--- src/rtl/cordic_pkg.sv ---
// rtl/cordic_pkg.sv - shared types and constants for the CORDIC engine
// Purpose: operating modes, FSM states, the gain-compensation ratio and the
//          atan(2^-i) table in Q4.20 (floored), shared by the engine and its ROM.
// Ports:   none (package).
package cordic_pkg;

   typedef enum logic {
      ROTATE = 1'b0,
      VECTOR = 1'b1
   } mode_e;

   typedef enum logic [1:0] {
      IDLE = 2'd0,
      RUN  = 2'd1,
      DONE = 2'd2
   } state_e;

   // K = 0.607252935 in Q4.20; feed as x_in to get cos/sin without a post-multiply.
   localparam logic [23:0] CORDIC_RATIO = 24'h09B74E;

   localparam int ATAN_TABLE_LEN = 24;

   // atan(2^-i) * 2^20, floored.
   localparam logic [23:0] ATAN_Q20 [0:ATAN_TABLE_LEN-1] = '{
      24'h0C90FD, 24'h076B19, 24'h03EB6E, 24'h01FD5B,
      24'h00FFAA, 24'h007FF5, 24'h003FFE, 24'h001FFF,
      24'h000FFF, 24'h0007FF, 24'h0003FF, 24'h0001FF,
      24'h0000FF, 24'h00007F, 24'h00003F, 24'h00001F,
      24'h00000F, 24'h000007, 24'h000003, 24'h000001,
      24'h000000, 24'h000000, 24'h000000, 24'h000000
   };

endpackage

--- src/rtl/cordic_atan_rom.sv ---
// rtl/cordic_atan_rom.sv - combinational atan(2^-i) lookup rescaled to FRAC_BITS
// Purpose: returns atan(2^-i_idx) in the engine's fixed-point format.
// Ports:   i_idx  [4:0]           iteration index (0..23; larger indices return 0)
//          o_atan [ARG_WIDTH-1:0] angle in radians, FRAC_BITS fractional bits
module cordic_atan_rom
   import cordic_pkg::*;
#(
   parameter int ARG_WIDTH = 24,
   parameter int FRAC_BITS = 20
)(
   input  logic [4:0]           i_idx,
   output logic [ARG_WIDTH-1:0] o_atan
);

   // Headroom so the rescale shift never drops table bits before truncation.
   localparam int WIDE = ARG_WIDTH + 24;

   logic [WIDE-1:0] w_raw;

   always_comb begin
      w_raw = '0;
      if (i_idx < 5'd24) begin
         w_raw = WIDE'(ATAN_Q20[i_idx]);
      end
   end

   // Table is Q.20; move the binary point to FRAC_BITS.
   generate
      if (FRAC_BITS >= 20) begin : g_scale_up
         assign o_atan = ARG_WIDTH'(w_raw << (FRAC_BITS - 20));
      end else begin : g_scale_down
         assign o_atan = ARG_WIDTH'(w_raw >> (20 - FRAC_BITS));
      end
   endgenerate

endmodule

--- src/rtl/cordic_engine.sv ---
// rtl/cordic_engine.sv - iterative rotation/vectoring CORDIC with valid/ready handshakes
// Purpose: one micro-rotation per clock, ITER_CNT iterations per operation,
//          result held in DONE until the consumer accepts it. Gain is not compensated.
// Ports:   clk, rst_n (sync, active low)
//          in_valid/in_ready, in_mode, x_in, y_in, z_in  operand side
//          out_valid/out_ready, x_out, y_out, z_out      result side
module cordic_engine
   import cordic_pkg::*;
#(
   parameter int ARG_WIDTH = 24,
   parameter int FRAC_BITS = 20,
   parameter int ITER_CNT  = 18
)(
   input  logic                 clk,
   input  logic                 rst_n,
   input  logic                 in_valid,
   output logic                 in_ready,
   input  mode_e                in_mode,
   input  logic [ARG_WIDTH-1:0] x_in,
   input  logic [ARG_WIDTH-1:0] y_in,
   input  logic [ARG_WIDTH-1:0] z_in,
   output logic                 out_valid,
   input  logic                 out_ready,
   output logic [ARG_WIDTH-1:0] x_out,
   output logic [ARG_WIDTH-1:0] y_out,
   output logic [ARG_WIDTH-1:0] z_out
);

   localparam int ITER_WIDTH = (ITER_CNT > 1) ? $clog2(ITER_CNT) : 1;
   localparam logic [ITER_WIDTH-1:0] LAST_ITER = ITER_WIDTH'(ITER_CNT - 1);

   state_e                      r_state;
   mode_e                       r_mode;
   logic [ITER_WIDTH-1:0]       r_count;
   logic signed [ARG_WIDTH-1:0] r_x, r_y, r_z;
   logic [ARG_WIDTH-1:0]        r_x_out, r_y_out, r_z_out;
   logic                        r_out_valid;

   logic signed [ARG_WIDTH-1:0] w_sx, w_sy, w_atan;
   logic signed [ARG_WIDTH-1:0] w_x_nx, w_y_nx, w_z_nx;
   logic                        w_dir;

   cordic_atan_rom #(
      .ARG_WIDTH (ARG_WIDTH),
      .FRAC_BITS (FRAC_BITS)
   ) u_atan_rom (
      .i_idx  (5'(r_count)),
      .o_atan (w_atan)
   );

   assign w_sx = r_x >>> r_count;
   assign w_sy = r_y >>> r_count;

   // Rotation drives z toward 0; vectoring drives y toward 0.
   assign w_dir  = (r_mode == ROTATE) ? ~r_z[ARG_WIDTH-1] : r_y[ARG_WIDTH-1];
   assign w_x_nx = w_dir ? (r_x - w_sy)   : (r_x + w_sy);
   assign w_y_nx = w_dir ? (r_y + w_sx)   : (r_y - w_sx);
   assign w_z_nx = w_dir ? (r_z - w_atan) : (r_z + w_atan);

   assign in_ready  = (r_state == IDLE);
   assign out_valid = r_out_valid;
   assign x_out     = r_x_out;
   assign y_out     = r_y_out;
   assign z_out     = r_z_out;

   always_ff @(posedge clk) begin
      if (!rst_n) begin
         r_state     <= IDLE;
         r_mode      <= ROTATE;
         r_count     <= '0;
         r_x         <= '0;
         r_y         <= '0;
         r_z         <= '0;
         r_x_out     <= '0;
         r_y_out     <= '0;
         r_z_out     <= '0;
         r_out_valid <= 1'b0;
      end else begin
         case (r_state)
            IDLE: begin
               if (in_valid) begin
                  r_x     <= x_in;
                  r_y     <= y_in;
                  r_z     <= (in_mode == VECTOR) ? '0 : z_in;
                  r_mode  <= in_mode;
                  r_count <= '0;
                  r_state <= RUN;
               end
            end
            RUN: begin
               r_x <= w_x_nx;
               r_y <= w_y_nx;
               r_z <= w_z_nx;
               if (r_count == LAST_ITER) begin
                  // Capture the final iteration straight into the output registers.
                  r_x_out     <= w_x_nx;
                  r_y_out     <= w_y_nx;
                  r_z_out     <= w_z_nx;
                  r_out_valid <= 1'b1;
                  r_state     <= DONE;
               end else begin
                  r_count <= r_count + ITER_WIDTH'(1);
               end
            end
            DONE: begin
               if (out_ready) begin
                  r_out_valid <= 1'b0;
                  r_state     <= IDLE;
               end
            end
            default: r_state <= IDLE;
         endcase
      end
   end

endmodule
--- config.mk ---
export PLATFORM = sky130hd
export DESIGN_NAME = cordic_engine
export DESIGN_NICKNAME = d
export VERILOG_FILES = /design/src/rtl/cordic_pkg.sv /design/src/rtl/cordic_atan_rom.sv /design/src/rtl/cordic_engine.sv
export SDC_FILE = /design/constraint.sdc
export NUM_CORES = 1
export LEC_CHECK = 0
export ABC_AREA = 1
export CAP_MARGIN = 20
export CORE_ASPECT_RATIO = 0.9
export CORE_UTILIZATION = 50
export CTS_CLUSTER_DIAMETER = 60
export DETAILED_ROUTE_END_ITERATION = 12
export PLACE_DENSITY = 0.78
export SYNTH_ARGS = -nofsm -noshare
export SYNTH_HDL_FRONTEND = slang
export SYNTH_SLANG_ARGS = --single-unit
--- constraint.sdc ---
create_clock -name clk -period 5.6 [get_ports clk]
set_clock_uncertainty 0.1 [all_clocks]
set_input_delay 0.84 -clock clk [delete_from_list [all_inputs] [get_ports clk]]
set_output_delay 0.84 -clock clk [all_outputs]
set_load 0.05 [all_outputs]
==> flow_metrics.py, run 1 <==
# Generated from Yosys and OpenROAD reports
metrics = {
    "status": {
        "status": "complete, no violations",
    },
    "clock_tree": {
        "cts.sinks": 153,
        "cts_hold_buf": 0,
        "cts_root_buf": "clkbuf_16",
        "cts-htree-levels": 4,
        "ctsResizeCount": 0,
        "cts-buffers-inserted": 17,
        "cts.path.max_buffers": 2,
        "tritoncts": "yes",
    },
    "setup_path": {
        "critPathSlowestCell": "nor4_2",
        "path_depth": 24,
        "crit_arrival_ps": 5570,
        "cp_cell_sequence": "buf_4, buf_4, nand3_1, nand3_1, nand2_1, nand2_1, nand3b_1, nand2_1, nand2_1, nor2_1, nand3_1, nor3_1, nor2_1, xor2_1, ha_1, nand2_1, nor4_2, nand4_1, nand3_1, a31o_2, or2_2, nand3_1, o211ai_1, a21oi_1",
        "worstReg2RegStart": "r_count[1]",
        "reg2reg_setup_slack_ps": 220,
        "critPathMaxFanout": 24,
        "r2r-end": "r_y[21]",
        "setup.worst_path.start_class": "flip-flop",
        "slowest_delay_ps": 500,
        "crit_type": "flip-flop to flip-flop",
    },
    "floorplanning": {
        "io_pins": 151,
        "core_area_mm2": 0.0264,
        "die_w_um": 176,
        "fp-row-count": 56,
    },
    "pwr": {
        "peakVddDrop_v": 0.000238,
        "power_frac_seq_pct": 22.6,
        "combPwrFrac_pct": 55.2,
        "power.group.top": "combinational logic",
        "p_clk_share_pct": 22.2,
        "power_switching_w": 0.00271,
        "switching_share_pct": 47.5,
    },
    "sta": {
        "finalCritPeriodShare_pct": 96.1,
        "timing_worst_slew_pin_value_ps": 1030,
        "fmax_ghz": 0.186,
        "finalHoldViolCount": 0,
        "drv_slew": 0,
        "finalWorstSetupSlack_ps": 217,
        "whs_ps": 366,
    },
    "layout": {
        "comb_cells": 1702,
        "diodes": 0,
        "final-instance-count-excl-fill": 2611,
        "nClkBuffers": 20,
        "most-common-layout-cells": "571 x nand2_1, 221 x nand3_1, 180 x inv_1",
        "largest_class": "multi-input combinational cells",
        "num-fill-cells": 2574,
        "inv_count": 189,
        "postLayoutCellArea_mm2": 0.0160,
        "layout.nets": 2412,
        "final_util_pct": 60.6,
        "area_growth_pct": 17.3,
    },
    "synthesis": {
        "syn_nets": 2312,
        "ys_cells": 2151,
        "synthArstFlopShare_pct": 0,
        "synth-edff-count": 0,
        "synth_top_area_share_pct": 22.5,
        "synth_area_mm2": 0.0136,
        "ys_warn_count": 0,
        "logic_family": "simple AND/OR/NAND/NOR gates",
        "ys_seq_share_pct": 22.5,
        "flop_cell": "dfxtp_1",
        "ys_chip_area_mm2": 0.0136,
        "top_cell": "nand2_1",
        "yosys-top-cells-area": "dfxtp_1 22%, nand2_1 16%, nand3_1 8.1%",
        "xor_share_pct": 7.58,
        "simple_gate_area_share_pct": 32.3,
        "postSynthCellCount": 2151,
    },
    "detailed_routing": {
        "drtIter0Drc": 1447,
        "top_layer": "met5",
        "m1WireLength_mm": 22.6,
        "drc": 0,
        "routed_wl_mm": 49.5,
        "via_count": 15187,
        "post_drt_via_cell_ratio": 5.82,
        "dr_wl_met2_mm": 21.9,
    },
    "hold_path": {
        "holdPathStages": 2,
        "hp-start": "x_out[0]",
        "hold_class": "flip-flop to flip-flop",
    },
    "placement": {
        "numPortBuffers": 150,
        "place_congestion": 0.991,
        "hpwl_mm": 37.2,
    },
    "global_routing": {
        "grt_use_total_pct": 35.4,
        "grt_pass1_vias": 14178,
        "overflow": 0,
        "grt_max_degree": 89,
        "grtUsageMet2_pct": 56.0,
        "met1_usage_pct": 48.1,
    },
    "job": {
        "warnings": 33,
    },
}
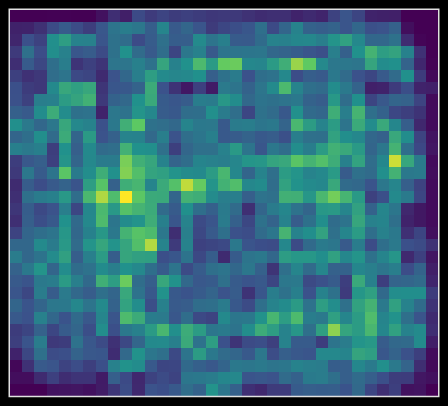
run_1/wire_density.png
The die is cut into 35 by 32 equal tiles; dark purple is low, yellow is high, scaled to the fullest tile. Values are wire area over tile area, all layers added.
- fullest tile: 0.80
- densest ninth of the die: west
- nearly empty tiles: 1.9%
- mean over tiles: 0.29
- tiles over half the peak: 18%

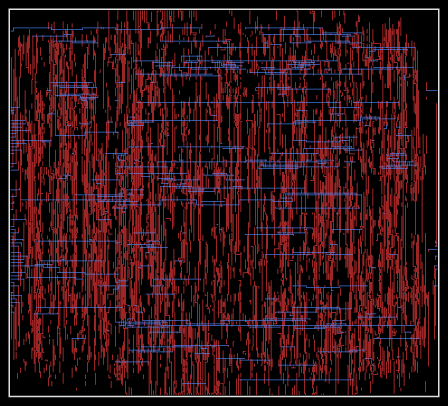
run_1/metal_stack.png
Only two layers are drawn.
- met3: blue (wire length 3350 µm)
- met2: red (wire length 21.9 mm)

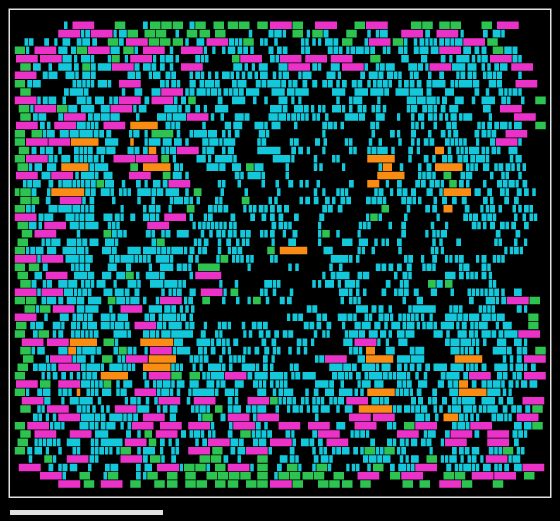
run_1/cell_classes.png
Bar = 50 µm.
- clock drivers and dummy loads: orange (cells 31)
- flip-flops: magenta (cells 153)
- other buffers and delay cells: green (cells 188)
- all other logic: cyan (cells 1891)

## Run 2: what changed since run 1
--- a/config.mk
+++ b/config.mk
@@ -11,7 +11,7 @@
 export CORE_UTILIZATION = 50
 export CTS_CLUSTER_DIAMETER = 60
 export DETAILED_ROUTE_END_ITERATION = 12
-export PLACE_DENSITY = 0.78
+export PLACE_DENSITY = 0.79
 export SYNTH_ARGS = -nofsm -noshare
 export SYNTH_HDL_FRONTEND = slang
 export SYNTH_SLANG_ARGS = --single-unit
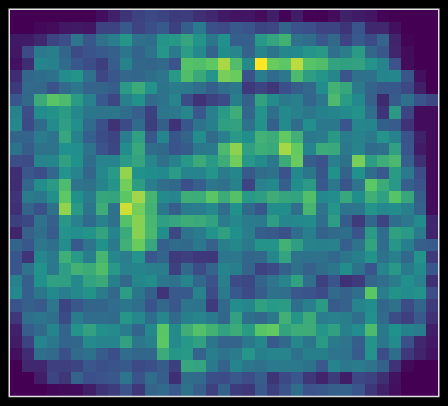
run_2/wire_density.png
The die is cut into 35 by 32 equal tiles; dark purple is low, yellow is high, scaled to the fullest tile. Values are wire area over tile area, all layers added.
- fullest tile: 0.74
- nearly empty tiles: 3.8%
- tiles over half the peak: 21%
- mean over tiles: 0.27

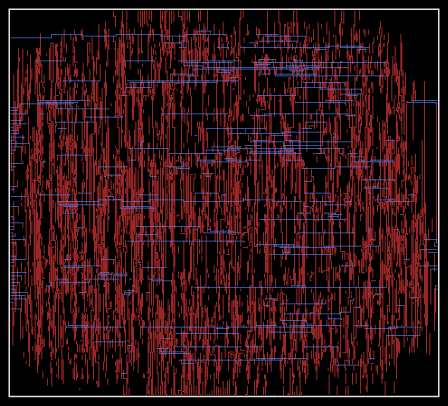
run_2/metal_stack.png
Only two layers are drawn.
- met3: blue (wire length 2950 µm)
- met2: red (wire length 21.4 mm)

==> run 2 against run 1 <==
  * Via count fell by 2.5%
  * Core utilization is 0.44 points lower
  * Highest routed layer is now met4
  * Flip-flop count unchanged
  * Clock power decreased by about 10%
  * Setup slack improved by 260 ps
==> flow_metrics.py, run 2 <==
# Generated from Yosys and OpenROAD reports
metrics = {
    "global_routing": {
        "grt_pass1_vias": 13745,
        "grt_use_total_pct": 33.7,
        "grtUsageMet2_pct": 54.2,
        "grt.busiest_layer": "met2",
        "met1_usage_pct": 46.0,
        "overflow": 0,
        "grt_max_degree": 89,
    },
    "setup_path": {
        "slowest_delay_ps": 620,
        "crit_type": "flip-flop to flip-flop",
        "path_depth": 24,
        "worstReg2RegStart": "r_count[3]",
        "r2r-end": "r_y[21]",
        "setup.worst_path.start_class": "flip-flop",
        "crit_arrival_ps": 5340,
        "critPathMaxFanout": 25,
        "reg2reg_setup_slack_ps": 480,
        "critPathSlowestCell": "dfxtp_2",
        "cp_cell_sequence": "inv_4, nand2_1, inv_1, nand3_1, nand2_1, nor2_1, nand2_1, nand2_1, nand3b_1, nor2_1, nand3_1, nor3_1, nor2_1, xor2_1, ha_1, nand2_1, nor4_2, nand4_1, nand3_1, a31o_2, or2_2, nand3_1, o211ai_1, a21oi_1",
    },
    "layout": {
        "num-nonclk-buffers": 182,
        "postLayoutCellArea_mm2": 0.0159,
        "comb_cells": 1702,
        "buf_share_pct": 11.0,
        "num-fill-cells": 2529,
        "nClkBuffers": 19,
        "final_common_cell": "nand2_1",
        "largest_class": "multi-input combinational cells",
        "diodes": 0,
        "inv_count": 189,
        "area_growth_pct": 16.4,
        "final-instance-count-excl-fill": 2606,
        "layout.nets": 2406,
        "ff_latch_area_mm2": 0.00307,
        "seq_area_share_pct": 19.3,
        "final_util_pct": 60.1,
        "most-common-layout-cells": "571 x nand2_1, 221 x nand3_1, 180 x inv_1",
    },
    "hold_path": {
        "hold_class": "flip-flop to flip-flop",
        "holdPathStages": 2,
        "hp-start": "z_out[2]",
    },
    "synthesis": {
        "ys_chip_area_mm2": 0.0136,
        "synth-edff-count": 0,
        "syn_nets": 2312,
        "flop_cell": "dfxtp_1",
        "yosys-top-cells-area": "dfxtp_1 22%, nand2_1 16%, nand3_1 8.1%",
        "top_cell": "nand2_1",
        "synthArstFlopShare_pct": 0,
        "logic_family": "simple AND/OR/NAND/NOR gates",
        "ys_warn_count": 0,
        "synth_area_mm2": 0.0136,
        "xor_share_pct": 7.58,
        "ys_cells": 2151,
        "synth_top_area_share_pct": 22.5,
        "ys_seq_share_pct": 22.5,
        "postSynthCellCount": 2151,
        "simple_gate_area_share_pct": 32.3,
    },
    "detailed_routing": {
        "top_layer": "met4",
        "routed_wl_mm": 47.1,
        "post_drt_via_cell_ratio": 5.68,
        "wl_met3_mm": 2.95,
        "via_count": 14811,
        "m1WireLength_mm": 21.6,
        "drtIter0Drc": 1389,
        "drc": 0,
        "dr_wl_met2_mm": 21.4,
    },
    "floorplanning": {
        "die_w_um": 176,
        "die_area_mm2": 0.0279,
        "io_pins": 151,
        "core_area_mm2": 0.0264,
        "fp-row-count": 56,
    },
    "pwr": {
        "power_switching_w": 0.00268,
        "combPwrFrac_pct": 56.2,
        "p_clk_share_pct": 20.7,
        "power.group.top": "combinational logic",
        "power.density_mw_per_mm2": 348,
        "switching_share_pct": 48.5,
        "peakVddDrop_v": 0.000222,
        "cellLeakagePower_nw": 7.56,
        "power_frac_seq_pct": 23.1,
    },
    "clock_tree": {
        "cts.sinks": 153,
        "cts-buffers-inserted": 17,
        "cts_hold_buf": 0,
        "cts-htree-levels": 4,
        "ctsResizeCount": 0,
        "cts_root_buf": "clkbuf_16",
        "tritoncts": "yes",
        "cts.path.max_buffers": 2,
        "clk_pin_slew_ps": 70,
    },
    "sta": {
        "drv_slew": 0,
        "fmax_ghz": 0.195,
        "finalWorstSetupSlack_ps": 479,
        "whs_ps": 366,
        "finalCritPeriodShare_pct": 91.4,
        "min_period_ps": 5120,
        "finalHoldViolCount": 0,
        "timing_worst_slew_pin_value_ps": 1020,
        "setup_viol": 0,
    },
    "status": {
        "status": "complete, no violations",
    },
    "placement": {
        "place_congestion": 0.994,
        "numPortBuffers": 150,
        "hpwl_mm": 35.6,
        "dp_slack_ps": 208,
    },
    "job": {
        "warnings": 33,
    },
}
## Run 3: what changed since run 2
--- a/config.mk
+++ b/config.mk
@@ -6,7 +6,6 @@
 export NUM_CORES = 1
 export LEC_CHECK = 0
 export ABC_AREA = 1
-export CAP_MARGIN = 20
 export CORE_ASPECT_RATIO = 0.9
 export CORE_UTILIZATION = 50
 export CTS_CLUSTER_DIAMETER = 60
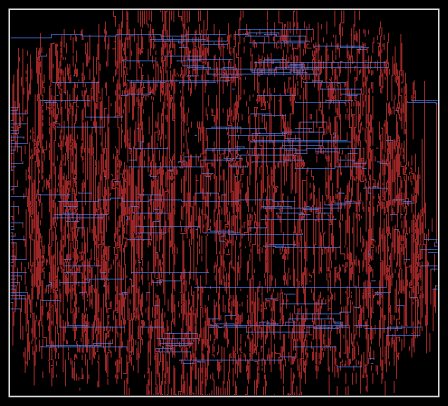
run_3/metal_stack.png
Only two layers are drawn.
- met3: blue (wire length 2950 µm)
- met2: red (wire length 21.3 mm)

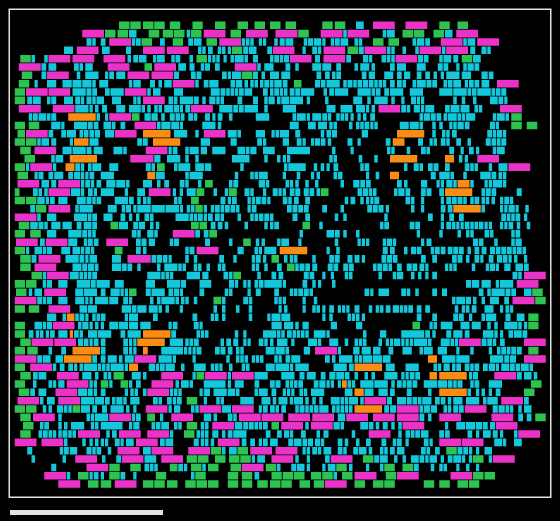
run_3/cell_classes.png
Bar = 50 µm.
- flip-flops: magenta (cells 153)
- all other logic: cyan (cells 1891)
- clock drivers and dummy loads: orange (cells 32)
- other buffers and delay cells: green (cells 181)

==> run 3 against run 2 <==
  * Register-to-register slack about the same
  * Final cell count hardly changed
  * Die size unchanged
  * Count of clock-buffer cells in the layout stayed put
  * Via count down 0.28%
  * Critical path type unchanged
  * Critical endpoint unchanged
  * Highest routed layer unchanged
==> flow_metrics.py, run 3 <==
# Generated from Yosys and OpenROAD reports
metrics = {
    "layout": {
        "area_growth_pct": 16.3,
        "num-fill-cells": 2535,
        "ff_latch_area_mm2": 0.00307,
        "nClkBuffers": 19,
        "final_util_pct": 60.0,
        "postLayoutCellArea_mm2": 0.0159,
        "seq_area_share_pct": 19.3,
        "largest_class": "multi-input combinational cells",
        "final-instance-count-excl-fill": 2605,
        "inv_count": 189,
        "buf_share_pct": 10.9,
        "seq_cells": 153,
        "layout.nets": 2405,
        "num-nonclk-buffers": 181,
        "diodes": 0,
        "most-common-layout-cells": "571 x nand2_1, 221 x nand3_1, 180 x inv_1",
        "final_common_cell": "nand2_1",
        "comb_cells": 1702,
    },
    "synthesis": {
        "top_cell": "nand2_1",
        "ys_chip_area_mm2": 0.0136,
        "simple_gate_area_share_pct": 32.3,
        "postSynthCellCount": 2151,
        "ys_sh_adder_pct": 7.87,
        "yosys-top-cells-area": "dfxtp_1 22%, nand2_1 16%, nand3_1 8.1%",
        "synth_top_area_share_pct": 22.5,
        "xor_share_pct": 7.58,
        "ys_cells": 2151,
        "synth_area_mm2": 0.0136,
        "synth_cell_types": 55,
        "ys_ff": 153,
        "syn_nets": 2312,
        "top_cells_by_count": "571 x nand2_1, 221 x nand3_1, 181 x inv_1",
        "synthArstFlopShare_pct": 0,
        "ys_seq_share_pct": 22.5,
        "flop_cell": "dfxtp_1",
        "logic_family": "simple AND/OR/NAND/NOR gates",
        "yosys.area_share.aoi_pct": 20.7,
        "ys_warn_count": 0,
        "synth-edff-count": 0,
    },
    "detailed_routing": {
        "dr_wl_met2_mm": 21.3,
        "routed_wl_mm": 47.0,
        "post_drt_via_cell_ratio": 5.67,
        "drtIter0Drc": 1358,
        "top_layer": "met4",
        "via_count": 14769,
        "m1WireLength_mm": 21.6,
        "drc": 0,
        "wl_met3_mm": 2.95,
        "wire_per_inst_um": 18.0,
    },
    "sta": {
        "maxSlewHeadroom_pct": 21.9,
        "finalCritPeriodShare_pct": 91.5,
        "drv_slew": 0,
        "timing_worst_slew_pin_value_ps": 1170,
        "fmax_ghz": 0.195,
        "rsz0062_at_grt": "false",
        "finalHoldViolCount": 0,
        "tns_ps": 0,
        "min_period_ps": 5120,
        "whs_ps": 366,
        "finalWorstSetupSlack_ps": 477,
        "setup_viol": 0,
    },
    "global_routing": {
        "grt_pass1_vias": 13745,
        "met1_usage_pct": 46.0,
        "grtUsageMet2_pct": 54.2,
        "grt.busiest_layer": "met2",
        "grt_max_degree": 89,
        "grt_use_total_pct": 33.7,
        "grt_pass1_wl_mm": 73.8,
        "overflow": 0,
        "grt_antenna_before_repair": 0,
    },
    "floorplanning": {
        "fp-row-count": 56,
        "io_pins": 151,
        "n_tap_cell": 348,
        "core_area_mm2": 0.0264,
        "die_area_mm2": 0.0279,
        "die_w_um": 176,
    },
    "job": {
        "maxCapViolCount": 0,
        "warnings": 33,
    },
    "pwr": {
        "power.density_mw_per_mm2": 348,
        "combPwrFrac_pct": 56.2,
        "switching_share_pct": 48.5,
        "cellLeakagePower_nw": 7.55,
        "p_clk_share_pct": 20.6,
        "finalPower_w": 0.00552,
        "power_switching_w": 0.00268,
        "powerClk_w": 0.00114,
        "p_seq_w": 0.00128,
        "peakVddDrop_v": 0.000222,
        "power.group.top": "combinational logic",
        "power_frac_seq_pct": 23.1,
        "powerComb_w": 0.00310,
    },
    "placement": {
        "numPortBuffers": 150,
        "place_congestion": 0.994,
        "hpwl_mm": 35.6,
        "dpl.cell_count": 2573,
        "dp_slack_ps": 208,
        "placed_area_mm2": 0.0153,
    },
    "clock_tree": {
        "cts_hold_buf": 0,
        "insertion_delay_ps": 450,
        "ctsResizeCount": 0,
        "clk_pin_slew_ps": 70,
        "cts.path.max_buffers": 2,
        "post_cts_buffers": 0,
        "cts-htree-levels": 4,
        "cts.sinks": 153,
        "tritoncts": "yes",
        "cts-buffers-inserted": 17,
        "cts_root_buf": "clkbuf_16",
    },
    "setup_path": {
        "critPathSlowestCell": "dfxtp_2",
        "r2r-end": "r_y[21]",
        "path_buffers": 2,
        "critPathRequiredTime_ps": 5820,
        "critPathMaxFanout": 25,
        "crit_path_frequent_cell": "nand2_1",
        "worstReg2RegStart": "r_count[3]",
        "endpoint": "r_y[21]",
        "critPathTopFamily": "simple AND/OR/NAND/NOR gates",
        "crit_type": "flip-flop to flip-flop",
        "crit_arrival_ps": 5350,
        "path_depth": 24,
        "reg2reg_setup_slack_ps": 480,
        "cp_cell_sequence": "inv_4, nand2_1, inv_1, nand3_1, nand2_1, nor2_1, nand2_1, nand2_1, nand3b_1, nor2_1, nand3_1, nor3_1, nor2_1, xor2_1, ha_1, nand2_1, nor4_2, nand4_1, nand3_1, a31o_2, or2_2, nand3_1, o211ai_1, a21oi_1",
        "slowest_delay_ps": 620,
        "setup.worst_path.start_class": "flip-flop",
    },
    "status": {
        "status": "complete, no violations",
    },
    "hold_path": {
        "hold_class": "flip-flop to flip-flop",
        "hp-start": "z_out[0]",
        "holdPathStages": 2,
    },
}
Power and IR drop assume default switching activity.
